**config.mk**
```make
export PLATFORM = sky130hd
export DESIGN_NAME = parallel_serial
export DESIGN_NICKNAME = d
export VERILOG_FILES = /design/src/rtl/parallel_serial.sv
export SDC_FILE = /design/constraint.sdc
export NUM_CORES = 1
export LEC_CHECK = 0
export ABC_AREA = 1
export CORE_MARGIN = 2
export CORE_UTILIZATION = 26
export CTS_BUF_LIST = sky130_fd_sc_hd__clkbuf_4 sky130_fd_sc_hd__clkbuf_8
export DETAILED_ROUTE_END_ITERATION = 7
export SYNTH_ARGS = -nofsm -noshare
export SYNTH_HDL_FRONTEND = slang
export SYNTH_SLANG_ARGS = --single-unit
```
**constraint.sdc**
```tcl
create_clock -name clk -period 2.6 [get_ports clk]
set_clock_uncertainty 0.1 [all_clocks]
set_input_delay 0.65 -clock clk [delete_from_list [all_inputs] [get_ports clk]]
set_output_delay 0.65 -clock clk [all_outputs]
set_load 0.01 [all_outputs]
```
**src/rtl/parallel_serial.sv**
```systemverilog
// Byte-to-bit serialiser with a one-byte holding register, MSB first, framed every 8 enb cycles.
// Build option: define PARALLEL_SERIAL_IDLE_EN to send IDLE_SYMBOL as filler instead of 8'h00.
module parallel_serial #(
    parameter logic [7:0] IDLE_SYMBOL = 8'hBC
) (
    input  logic       clk,
    input  logic       reset,
    input  logic       enb,
    input  logic [7:0] data_in,
    input  logic       valid_in,
    output logic       ready_out,
    output logic       serial_out,
    output logic       frame_start,
    output logic       data_active
);

`ifdef PARALLEL_SERIAL_IDLE_EN
    localparam logic [7:0] FILL = IDLE_SYMBOL;
`else
    localparam logic [7:0] FILL = IDLE_SYMBOL & 8'h00;
`endif

    logic [2:0] cnt_q, cnt_d;
    logic [7:0] shifter_q, shifter_d;
    logic [7:0] hold_q, hold_d;
    logic       hold_valid_q, hold_valid_d;
    logic       serial_q, serial_d;
    logic       fs_q, fs_d;
    logic       active_q, active_d;
    logic       boundary;
    logic [7:0] next_byte;

    assign ready_out   = ~hold_valid_q;
    assign serial_out  = serial_q;
    assign frame_start = fs_q;
    assign data_active = active_q;

    assign boundary  = enb && (cnt_q == 3'd0);
    assign next_byte = hold_valid_q ? hold_q : FILL;

    always_comb begin
        cnt_d        = cnt_q;
        shifter_d    = shifter_q;
        hold_d       = hold_q;
        hold_valid_d = hold_valid_q;
        serial_d     = serial_q;
        active_d     = active_q;
        fs_d         = 1'b0;
        if (enb) begin
            // Counting down from 0 wraps to 7, giving a boundary every 8 enb edges.
            cnt_d = cnt_q - 3'd1;
            if (boundary) begin
                serial_d     = next_byte[7];
                shifter_d    = {next_byte[6:0], 1'b0};
                active_d     = hold_valid_q;
                fs_d         = 1'b1;
                hold_valid_d = 1'b0;
            end else begin
                serial_d  = shifter_q[7];
                shifter_d = {shifter_q[6:0], 1'b0};
            end
        end
        // A capture only happens while empty, so it never collides with the boundary clear.
        if (valid_in && ready_out) begin
            hold_d       = data_in;
            hold_valid_d = 1'b1;
        end
    end

    always_ff @(posedge clk) begin
        if (reset) begin
            cnt_q        <= 3'd0;
            shifter_q    <= 8'h00;
            hold_q       <= 8'h00;
            hold_valid_q <= 1'b0;
            serial_q     <= 1'b0;
            fs_q         <= 1'b0;
            active_q     <= 1'b0;
        end else begin
            cnt_q        <= cnt_d;
            shifter_q    <= shifter_d;
            hold_q       <= hold_d;
            hold_valid_q <= hold_valid_d;
            serial_q     <= serial_d;
            fs_q         <= fs_d;
            active_q     <= active_d;
        end
    end

endmodule

```
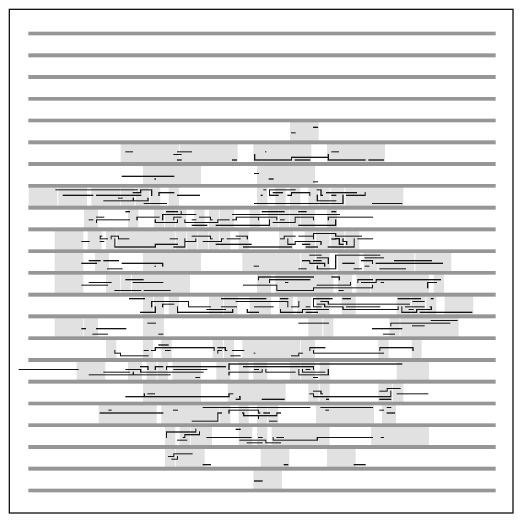
run_1/layer_met1.png
Scale: 8 px per µm. Supply wires on this layer in gray.
The layer carries 775 µm of wire. The longest straight run is 21.6 µm. The wires run mostly horizontal. The layer holds 48% of the routed length.
DRT Wirelength: 1630 µm
Global Route met1 Usage: 11.1%
via count: 759

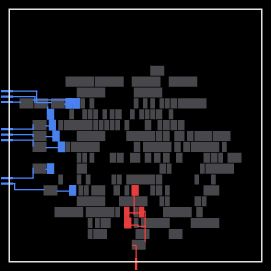
run_1/io_fan.png
Scale: 4 px per µm.
Blue marks data_in, bits 8, direction input, edge left, end cells 8, buffers 8, wire 81.8 µm. Red marks reset, bits 1, direction input, edge bottom, end cells 4, buffers 1, wire 29.7 µm.

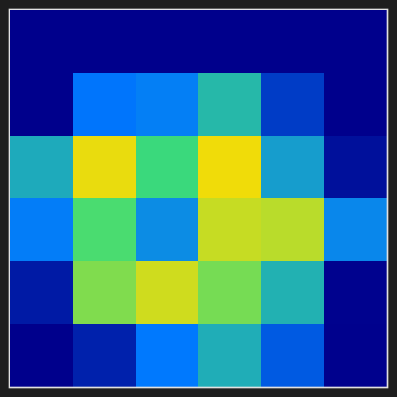
run_1/cell_density.png
Scale: 6 px per µm. 6 x 6 tiles, from dark blue (low) to red (high), 0 to 100% covered.
The mean over all tiles is 27%. 31% of the tiles are nearly empty. The emptiest ninth of the die: top right. The densest ninth of the die: middle. The fullest tile reaches 73%.
core area: 0.00334 mm²
Finished Core Util: 33.4%
Core Density at Floorplan: 26.9%

==> reports/summary.json, run 1 <==
{
  "placed_design": {
    "port_buffers": 15,
    "dp.final_hpwl_um": 1250,
    "gp_weighted_congestion": 0.752,
    "detailedPlace.worstSlack_ns": 0.436,
    "place_inst": 181,
    "detailed_place.area_mm2": 0.00109
  },
  "finish": {
    "layout_top_cell_excl_fill_tap": "sky130_fd_sc_hd__nand2_1",
    "antenna-diode-count": 0,
    "fin_area_mm2": 0.00111,
    "final_cell_mix": "sky130_fd_sc_hd__nand2_1 (23), sky130_fd_sc_hd__dfxtp_1 (22), sky130_fd_sc_hd__nor2_1 (17), sky130_fd_sc_hd__inv_1 (16), sky130_fd_sc_hd__clkdlybuf4s50_1 (15)",
    "layout.cells.non_filler": 184,
    "nets_finish": 154,
    "flow.area_growth_from_synthesis_pct": 24.0,
    "layout-drive-gt1-share_pct": 2.90
  },
  "sta": {
    "finalWorstSetupSlack_ns": 0.455,
    "max_freq_mhz": 466,
    "grt_setup_unrepaired": "no",
    "finalCriticalPeriod_ns": 2.15,
    "min_period_over_period_pct": 82.5,
    "final_max_slew_viol_count": 0,
    "tightest_slew_ns": 0.455,
    "finalHoldViolations": 0,
    "timing.setup.tns_ns": 0,
    "final_setup_viols": 0,
    "maxSlewHeadroom_pct": 69.6,
    "holdWs_ns": 0.370
  },
  "synthesis": {
    "ys_sh_aoi_pct": 14.8,
    "synth_cells": 123,
    "netlist_area_before_placement_um2": 898,
    "yosys_cell_count": 123,
    "largest_area_cell": "sky130_fd_sc_hd__dfxtp_1",
    "xor_share_pct": 0,
    "share_of_synthesized_area_spent_on_multiplexers_pct": 0,
    "post_synth_main_logic_family": "simple AND/OR/NAND/NOR gates",
    "synth_cell_types": 12,
    "simple_gate_area_share_pct": 24.7,
    "ys_sh_adder_pct": 2.79,
    "area_leaders": "sky130_fd_sc_hd__dfxtp_1 (49%), sky130_fd_sc_hd__nand2_1 (9.6%), sky130_fd_sc_hd__o21ai_0 (7.8%)",
    "synth_warnings": 0,
    "syn_area_per_cell_um2": 7.30,
    "synth.yosys.seq_area_share_pct": 49.0,
    "syn_nets": 137,
    "synth-seq-cells": 22,
    "top_area_share_pct": 49.0,
    "synth-area-yosys_um2": 898
  },
  "setup_path": {
    "end_kind": "primary output",
    "crit_arrival_ns": 1.40,
    "start_kind": "flip-flop",
    "critical_path_class": "reg2out",
    "worst-endpoint-required_ns": 1.85,
    "path_max_fanout": 11
  },
  "global_route": {
    "first_global_vias": 664,
    "grt_overflow_total": 0,
    "grt_antenna_before_repair": 0,
    "grt_pass1_wl_um": 2860,
    "pin_count_of_the_biggest_net_entering_global_routing": 20,
    "track_usage_pct": 9.01
  },
  "route": {
    "vias_per_cell": 4.13,
    "dr.first_iter.drc_count": 15,
    "drc": 0,
    "wl_per_cell_um": 8.86,
    "final_antenna_net_count": 0,
    "dr_pass1_iterations": 4
  },
  "clocking": {
    "tritoncts_num_sinks": 22,
    "cts_tree": "done",
    "cts-root-to-sink-buffers": 2,
    "post_cts_buffers": 0,
    "cts.htree.levels": 1,
    "cts.root.buffer_cell": "sky130_fd_sc_hd__clkbuf_4",
    "clkLatencyLatePin_ns": 0.30,
    "holdBufCountCts": 0,
    "cts_inserted_buffers": 3,
    "ctsResizeCount": 0,
    "cts.reportedPaths.clkPinSlew_ns": 0.10
  },
  "die": {
    "fp.dieArea_mm2": 0.00394,
    "ioPinCount": 16,
    "die_width_um": 62.8,
    "chipHeight_um": 62.8,
    "std_cell_rows": 21
  },
  "job": {
    "openroad_warning_count": 27,
    "drv.max_cap_violation_count": 0
  },
  "pwr": {
    "ir_drop_v": 0.000198,
    "static-leakage-power_nw": 0.498,
    "power.density_mw_per_mm2": 551,
    "report.power.total_mw": 0.613
  },
  "worst_hold_path": {
    "hold_class": "reg2reg"
  },
  "outcome": {
    "result_of_the_run": "finished clean"
  }
}
-- run 1: worst max-delay path, stage by stage, from the launching register on --
cell	delay [ns]
sky130_fd_sc_hd__dfxtp_1	0.52
sky130_fd_sc_hd__inv_1	0.09
sky130_fd_sc_hd__clkdlybuf4s50_1	0.49
-- run 1: final timing paths --
check | startpoint | to | slack (ns) | cells past startpoint
max | hold_valid_q | ready_out | 0.45 | 2
min | shifter_q[1] | shifter_q[1] | 0.37 | 2
max reg2reg | cnt_q[0] | hold_valid_q | 1.24 | 7
min reg2reg | shifter_q[1] | shifter_q[1] | 0.37 | 2
-- run 1: sequential cells by signal (all words and copies together), names as in the netlist --
register	cells
serial_out	1
hold_q	8
frame_start	1
data_active	1
cnt_q	3
hold_valid_q	1
shifter_q	7
-- run 1: final cells by class --
cell class	instances	area (µm²)
flip-flops and latches	22	440
clock buffers	3	22.5
inverters	17	63.8
repair buffers	15	150
multi-input cells	81	379
well taps	46	57.6
fillers	379	2220
-- run 1: cell usage after synthesis --
cell / count
sky130_fd_sc_hd__a21oi_1: 11
sky130_fd_sc_hd__buf_2: 3
sky130_fd_sc_hd__dfxtp_1: 22
sky130_fd_sc_hd__nor2_1: 17
sky130_fd_sc_hd__o211ai_1: 1
sky130_fd_sc_hd__nand3_1: 12
sky130_fd_sc_hd__nand2_1: 23
sky130_fd_sc_hd__nor2_4: 1
sky130_fd_sc_hd__ha_1: 2
sky130_fd_sc_hd__o21ai_0: 14
sky130_fd_sc_hd__clkinv_1: 1
sky130_fd_sc_hd__inv_1: 16
-- run 1: per-layer routing --
layer / vias up / part of all wire (%) / track usage [%]
met1: 321 / 48 / 11.1
met5: - / 0 / 0
met3: 4 / 6.0 / 4.50
met4: 0 / 0.61 / 1.67
met2: 13 / 46 / 14.2
li1: 421 / - / -
-- run 1: cell families (layout without fill, tap and decap cells) --
logic type               after synthesis  count (layout)
AND/OR/NAND/NOR                       53              53
adder cells (fa/ha/maj)                2               2
flip-flops                            22              22
AND-OR/OR-AND                         26              26
buffers and inverters                 20              35
-- run 1: where the power goes --
group	switching, mW	internal (mW)
Clock	0.0946	0.0541
Sequential	0.0137	0.359
Combinational	0.0500	0.0417
Total	0.158	0.455
## Run 2: what changed since run 1
clock period = 2.2 ns   (was 2.6 ns; I/O delays follow)
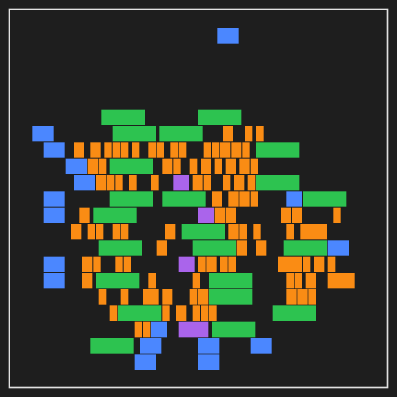
run_2/placement_by_type.png
Scale: 6 px per µm.
Blue marks other buffers and delay cells, cells 17, share of their area 15%. Purple marks clock drivers and dummy loads, cells 4, share of their area 3.3%. Orange marks combinational and other logic, cells 98, share of their area 41%. Green marks flops, cells 22, share of their area 41%.
Seq area share: 38.6%
placement row count: 21
finished layout cell area: 0.00114 mm²
Finished Core Util: 34.2%

==> run 2 against run 1 <==
Effect of this change:
- power increased by 26%
- cell area increased by 2.6%
- first-iteration DRC count increased by 6.7%
- critical endpoint unchanged
- largest power group unchanged
- highest routed layer unchanged
==> reports/summary.json, run 2 <==
{
  "outcome": {
    "result_of_the_run": "finished clean"
  },
  "route": {
    "routed-via-count": 775,
    "drc": 0,
    "final_antenna_net_count": 0,
    "dr_pass1_iterations": 4,
    "vias_per_cell": 4.14,
    "detail_route.wirelength.met1_um": 801,
    "routed.top_layer": "met4",
    "dr.first_iter.drc_count": 16,
    "wl_met3_um": 76,
    "wl_per_cell_um": 8.87,
    "totalWireLength_um": 1660,
    "met2WireLength_um": 768
  },
  "placed_design": {
    "dp.final_hpwl_um": 1280,
    "place_inst": 183,
    "port_buffers": 15,
    "gp_weighted_congestion": 0.711,
    "detailed_place.area_mm2": 0.00111,
    "detailedPlace.worstSlack_ns": 0.268
  },
  "synthesis": {
    "yosys_most_used_dff": "sky130_fd_sc_hd__dfxtp_1",
    "yosys_cell_count": 123,
    "count_of_library_flops_with_an_enable_pin": 0,
    "synth-area-yosys_um2": 898,
    "top_area_share_pct": 49.0,
    "synth-seq-cells": 22,
    "yosys-top-cells-count": "sky130_fd_sc_hd__nand2_1 (23), sky130_fd_sc_hd__dfxtp_1 (22), sky130_fd_sc_hd__nor2_1 (17)",
    "synth.yosys.seq_area_share_pct": 49.0,
    "synth_warnings": 0,
    "synth_cell_types": 12,
    "syn_area_per_cell_um2": 7.30,
    "post_synthesis_cell_type_with_the_largest_instance_count": "sky130_fd_sc_hd__nand2_1",
    "netlist_area_before_placement_um2": 898,
    "syn_nets": 137,
    "area_leaders": "sky130_fd_sc_hd__dfxtp_1 (49%), sky130_fd_sc_hd__nand2_1 (9.6%), sky130_fd_sc_hd__o21ai_0 (7.8%)",
    "synth_cells": 123,
    "largest_area_cell": "sky130_fd_sc_hd__dfxtp_1",
    "synth_async_sr_flop_share_pct": 0
  },
  "setup_path": {
    "start_kind": "flip-flop",
    "worst_path_largest_cell_delay_ns": 0.52,
    "buf_inv_stages_crit_path": 2,
    "worst-r2r-setup-slack_ns": 0.82,
    "critical_path_class": "reg2out",
    "path_max_fanout": 2,
    "path_cells": "inv_1 > clkdlybuf4s50_1",
    "worst-endpoint-required_ns": 1.55,
    "critical_path.slowest_cell": "sky130_fd_sc_hd__clkdlybuf4s50_1",
    "end_kind": "primary output",
    "crit_arrival_ns": 1.21,
    "cp_top_family": "buffers and inverters"
  },
  "clocking": {
    "tritoncts_num_sinks": 22,
    "post_cts_buffers": 0,
    "cts_tree": "done",
    "cts_inserted_buffers": 3,
    "holdBufCountCts": 0,
    "ctsResizeCount": 0,
    "cts.root.buffer_cell": "sky130_fd_sc_hd__clkbuf_4",
    "clkLatencyLatePin_ns": 0.30,
    "cts.htree.levels": 1,
    "cts.reportedPaths.clkPinSlew_ns": 0.12,
    "cts-root-to-sink-buffers": 2
  },
  "finish": {
    "multiInputGateArea_um2": 379,
    "registers.top_by_ff_count": "hold_q",
    "largest_register_ff_count": 8,
    "nets_finish": 156,
    "ff_latch_area_um2": 440,
    "layout_top_cell_excl_fill_tap": "sky130_fd_sc_hd__nand2_1",
    "flow.area_growth_from_synthesis_pct": 27.2,
    "layout_top_registers": "hold_q x8, shifter_q x7, cnt_q x3",
    "layout.cells.non_filler": 187,
    "final_cell_mix": "sky130_fd_sc_hd__nand2_1 (23), sky130_fd_sc_hd__dfxtp_1 (22), sky130_fd_sc_hd__nor2_1 (17), sky130_fd_sc_hd__inv_1 (16), sky130_fd_sc_hd__clkdlybuf4s50_1 (15)",
    "num-fill-cells": 383,
    "antenna-diode-count": 0,
    "layout-drive-gt1-share_pct": 4.96
  },
  "sta": {
    "maxSlewHeadroom_pct": 67.5,
    "finalHoldViolations": 0,
    "tightest_slew_ns": 0.487,
    "final_max_slew_viol_count": 0,
    "timing.setup.tns_ns": 0,
    "max_freq_mhz": 537,
    "holdWs_ns": 0.399,
    "grt_setup_unrepaired": "no",
    "finalWorstSetupSlack_ns": 0.338,
    "min_period_over_period_pct": 84.6,
    "final_setup_viols": 0,
    "finalCriticalPeriod_ns": 1.86
  },
  "pwr": {
    "static-leakage-power_nw": 0.515,
    "power.density_mw_per_mm2": 676,
    "ir_drop_v": 0.000196,
    "report.power.total_mw": 0.773
  },
  "worst_hold_path": {
    "hold_class": "reg2reg"
  },
  "global_route": {
    "grt_antenna_before_repair": 0,
    "pin_count_of_the_biggest_net_entering_global_routing": 20,
    "first_global_vias": 671,
    "grt_overflow_total": 0,
    "grt_pass1_wl_um": 2750,
    "track_usage_pct": 8.59
  },
  "die": {
    "fp-utilization_pct": 26.9,
    "placeableCoreArea_mm2": 0.00334,
    "ioPinCount": 16,
    "fp.dieArea_mm2": 0.00394,
    "chipHeight_um": 62.8,
    "die_width_um": 62.8
  },
  "job": {
    "drv.max_cap_violation_count": 0,
    "openroad_warning_count": 27
  }
}
[run 2: cell types whose count changed in the layout (fill, tap and decap cells not counted)]
| cell | previous run | this run |
|---|---|---|
| sky130_fd_sc_hd__buf_4 | 0 | 2 |
| sky130_fd_sc_hd__clkbuf_8 | 0 | 1 |
[run 2: cell type report]
class,count,area share [%]
Multi-Input combinational cell,81,33.2
Sequential cell,22,38.6
Timing Repair Buffer,17,14.5
Inverter,17,5.59
Tap cell,46,5.04
Clock buffer,4,3.18
[run 2: worst min-delay path, delay by kind of cell, from the launching register on]
family | cells | cell delay (ns)
flops | 1 | 0.33
compound gates | 1 | 0.06
simple gates | 1 | 0.07
[run 2: path summary, 6_finish.rpt]
path / from / endpoint / cells past startpoint
setup / recovery: hold_valid_q / ready_out / 2
hold / removal: shifter_q[1] / shifter_q[1] / 2
setup reg to reg: cnt_q[0] / hold_valid_q / 7
hold reg to reg: shifter_q[1] / shifter_q[1] / 2
[run 2: cells by family (layout without fill, tap and decap cells)]
family / Yosys count / count (layout) / synth area share [%]
AND/OR/NAND/NOR: 53 / 53 / 24.7
adder cells (fa/ha/maj): 2 / 2 / 2.79
AND-OR/OR-AND: 26 / 26 / 14.8
flip-flops: 22 / 22 / 49.0
buffers and inverters: 20 / 38 / 8.77
[run 2: where the power goes]
part / switching (mW) / internal, mW / leakage [nW] / total [mW]
sequential: 0.0128 / 0.424 / 0.181 / 0.437
clock: 0.119 / 0.101 / 0.0210 / 0.220
combinational: 0.0637 / 0.0523 / 0.313 / 0.116
total: 0.195 / 0.578 / 0.515 / 0.773
[run 2: metal layers]
metal	track usage [%]	vias up
li1	-	427
met1	10.6	334
met2	14.2	12
met3	2.34	2
met4	3.33	0
met5	0	-
## Run 3: what changed since run 2
clock period = 1.7 ns   (was 2.2 ns; I/O delays follow)
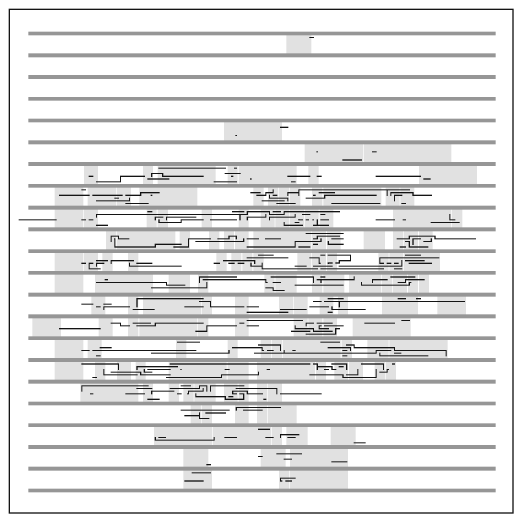
run_3/layer_met1.png
Scale: 8 px per µm. Supply wires on this layer in gray.
The layer holds 48% of the routed length. 146 nets have wire on it. The wires run mostly horizontal. The longest straight run is 18.9 µm.

==> run 3 against run 2 <==
Effect of this change:
- power is 45% higher
- global-route usage is 0.58 points higher
- sequential share of layout area is 1.5 points lower
- critical endpoint unchanged
==> reports/summary.json, run 3 <==
{
  "clocking": {
    "cts.htree.levels": 1,
    "clkLatencyLatePin_ns": 0.31,
    "cts_tree": "done",
    "cts.reportedPaths.clkPinSlew_ns": 0.12,
    "tritoncts_num_sinks": 22,
    "cts.root.buffer_cell": "sky130_fd_sc_hd__clkbuf_4",
    "cts-root-to-sink-buffers": 2
  },
  "synthesis": {
    "synth.yosys.seq_area_share_pct": 49.0,
    "yosys_cell_count": 123,
    "synth-seq-cells": 22,
    "yosys_most_used_dff": "sky130_fd_sc_hd__dfxtp_1",
    "post_synthesis_cell_type_with_the_largest_instance_count": "sky130_fd_sc_hd__nand2_1",
    "yosys-top-cells-count": "sky130_fd_sc_hd__nand2_1 (23), sky130_fd_sc_hd__dfxtp_1 (22), sky130_fd_sc_hd__nor2_1 (17)",
    "count_of_library_flops_with_an_enable_pin": 0,
    "syn_area_per_cell_um2": 7.30,
    "area_leaders": "sky130_fd_sc_hd__dfxtp_1 (49%), sky130_fd_sc_hd__nand2_1 (9.6%), sky130_fd_sc_hd__o21ai_0 (7.8%)",
    "largest_area_cell": "sky130_fd_sc_hd__dfxtp_1",
    "synth-area-yosys_um2": 898,
    "top_area_share_pct": 49.0,
    "netlist_area_before_placement_um2": 898,
    "synth_warnings": 0,
    "syn_nets": 137,
    "synth_cells": 123
  },
  "die": {
    "fp.dieArea_mm2": 0.00394,
    "chipHeight_um": 62.8,
    "fp-utilization_pct": 26.9,
    "die_width_um": 62.8,
    "std_cell_rows": 21
  },
  "finish": {
    "layout_top_registers": "hold_q x8, shifter_q x7, cnt_q x3",
    "layout.cells.non_filler": 190,
    "layout-drive-gt1-share_pct": 6.94,
    "nets_finish": 159,
    "antenna-diode-count": 0,
    "ff_latch_area_um2": 440,
    "flow.area_growth_from_synthesis_pct": 32.3,
    "multiInputGateArea_um2": 379,
    "registers.top_by_ff_count": "hold_q",
    "layout_top_cell_excl_fill_tap": "sky130_fd_sc_hd__nand2_1",
    "final_cell_mix": "sky130_fd_sc_hd__nand2_1 (23), sky130_fd_sc_hd__dfxtp_1 (22), sky130_fd_sc_hd__nor2_1 (17), sky130_fd_sc_hd__inv_1 (16), sky130_fd_sc_hd__o21ai_0 (14)",
    "post-route-util_pct": 35.6,
    "largest_register_ff_count": 8,
    "fin_area_mm2": 0.00119,
    "num-fill-cells": 384
  },
  "setup_path": {
    "crit_arrival_ns": 0.99,
    "path_cells": "inv_1 > dlygate4sd2_1",
    "worst_path_largest_cell_delay_ns": 0.35,
    "critical_path.slowest_cell": "sky130_fd_sc_hd__dfxtp_1",
    "path_max_fanout": 2,
    "start_kind": "flip-flop",
    "end_kind": "primary output"
  },
  "global_route": {
    "first_global_vias": 685,
    "grt_pass1_wl_um": 2900,
    "grt_antenna_before_repair": 0,
    "track_usage_pct": 9.17,
    "pin_count_of_the_biggest_net_entering_global_routing": 20,
    "grt_overflow_total": 0
  },
  "pwr": {
    "static-leakage-power_nw": 0.555,
    "ir_drop_v": 0.000407,
    "p_sw_share_pct": 23.4,
    "seq_power_share_pct": 50.5,
    "p_comb_share_pct": 13.8,
    "total_switching_power_mw": 0.262,
    "power.clock.fraction_pct": 35.7,
    "report.power.total_mw": 1.12,
    "internal_mw": 0.859,
    "power.density_mw_per_mm2": 943
  },
  "sta": {
    "max_freq_mhz": 662,
    "min_period_over_period_pct": 88.9,
    "finalHoldViolations": 0,
    "tightest_slew_ns": 0.249,
    "timing.setup.tns_ns": 0,
    "finalWorstSetupSlack_ns": 0.188,
    "maxSlewHeadroom_pct": 83.3,
    "finalCriticalPeriod_ns": 1.51,
    "final_setup_viols": 0,
    "holdWs_ns": 0.361,
    "final_max_slew_viol_count": 0,
    "grt_setup_unrepaired": "no"
  },
  "placed_design": {
    "detailedPlace.worstSlack_ns": -0.0319,
    "detailed_place.area_mm2": 0.00114,
    "place_inst": 186,
    "dp.final_hpwl_um": 1280,
    "port_buffers": 15,
    "gp_weighted_congestion": 0.718
  },
  "route": {
    "vias_per_cell": 4.08,
    "dr_pass1_iterations": 4,
    "totalWireLength_um": 1700,
    "final_antenna_net_count": 0,
    "drc": 0,
    "wl_per_cell_um": 8.92,
    "dr.first_iter.drc_count": 15,
    "routed-via-count": 776
  },
  "job": {
    "openroad_warning_count": 27,
    "drv.max_cap_violation_count": 0
  },
  "worst_hold_path": {
    "hold_class": "reg2reg"
  },
  "outcome": {
    "result_of_the_run": "finished clean"
  }
}
## run 3: cells by family (layout without fill, tap and decap cells)
group / Yosys count / in the layout / share of synthesized area, %
flip-flops: 22 / 22 / 49.0
buffers and inverters: 20 / 41 / 8.77
AND-OR/OR-AND: 26 / 26 / 14.8
AND/OR/NAND/NOR: 53 / 53 / 24.7
adder cells (fa/ha/maj): 2 / 2 / 2.79
## run 3: layer usage
metal	share of wire [%]	track usage, %	wire, µm	vias to the layer above
met4	0.77	1.67	13	0
met1	48	11.7	819	323
met5	0	0	0	-
met3	6.5	4.50	111	2
met2	44	14.1	750	18
li1	-	-	-	433
## run 3: area by class of cell
type	instances	share of cell area [%]
clock buffers	3	1.89
clock inverters	1	2.53
inverters	17	5.37
multi-input cells	81	31.9
flip-flops and latches	22	37.1
well taps	46	4.84
repair buffers	20	16.4
## run 3: worst max-delay path, delay by kind of cell, from the launching register on
kind | cells | cell delay [ns]
flip-flops | 1 | 0.35
buffers and inverters | 2 | 0.32
## run 3: worst paths after layout
path,cells after the start,startpoint,endpoint
max,2,hold_valid_q,ready_out
min,2,data_active,data_active
max reg2reg,7,cnt_q[0],hold_valid_q
min reg2reg,2,data_active,data_active
## run 3: timing repair
item,4_1_cts,5_1_grt
gates resized,4,0
setup buffers,0,0
hold buffers,0,0
endpoints found under the setup margin,4,0
## run 3: power by group through the flow
stage	clock [mW]	combinational, mW	sequential, mW
floorplan	0	0.0916	0.575
finish	0.400	0.155	0.566
detailed placement	0	0.159	0.578
global route	0.440	0.175	0.571
global placement	0	0.157	0.578
CTS	0.415	0.156	0.566
No activity file was given, so power comes from the tool's default toggle rates.
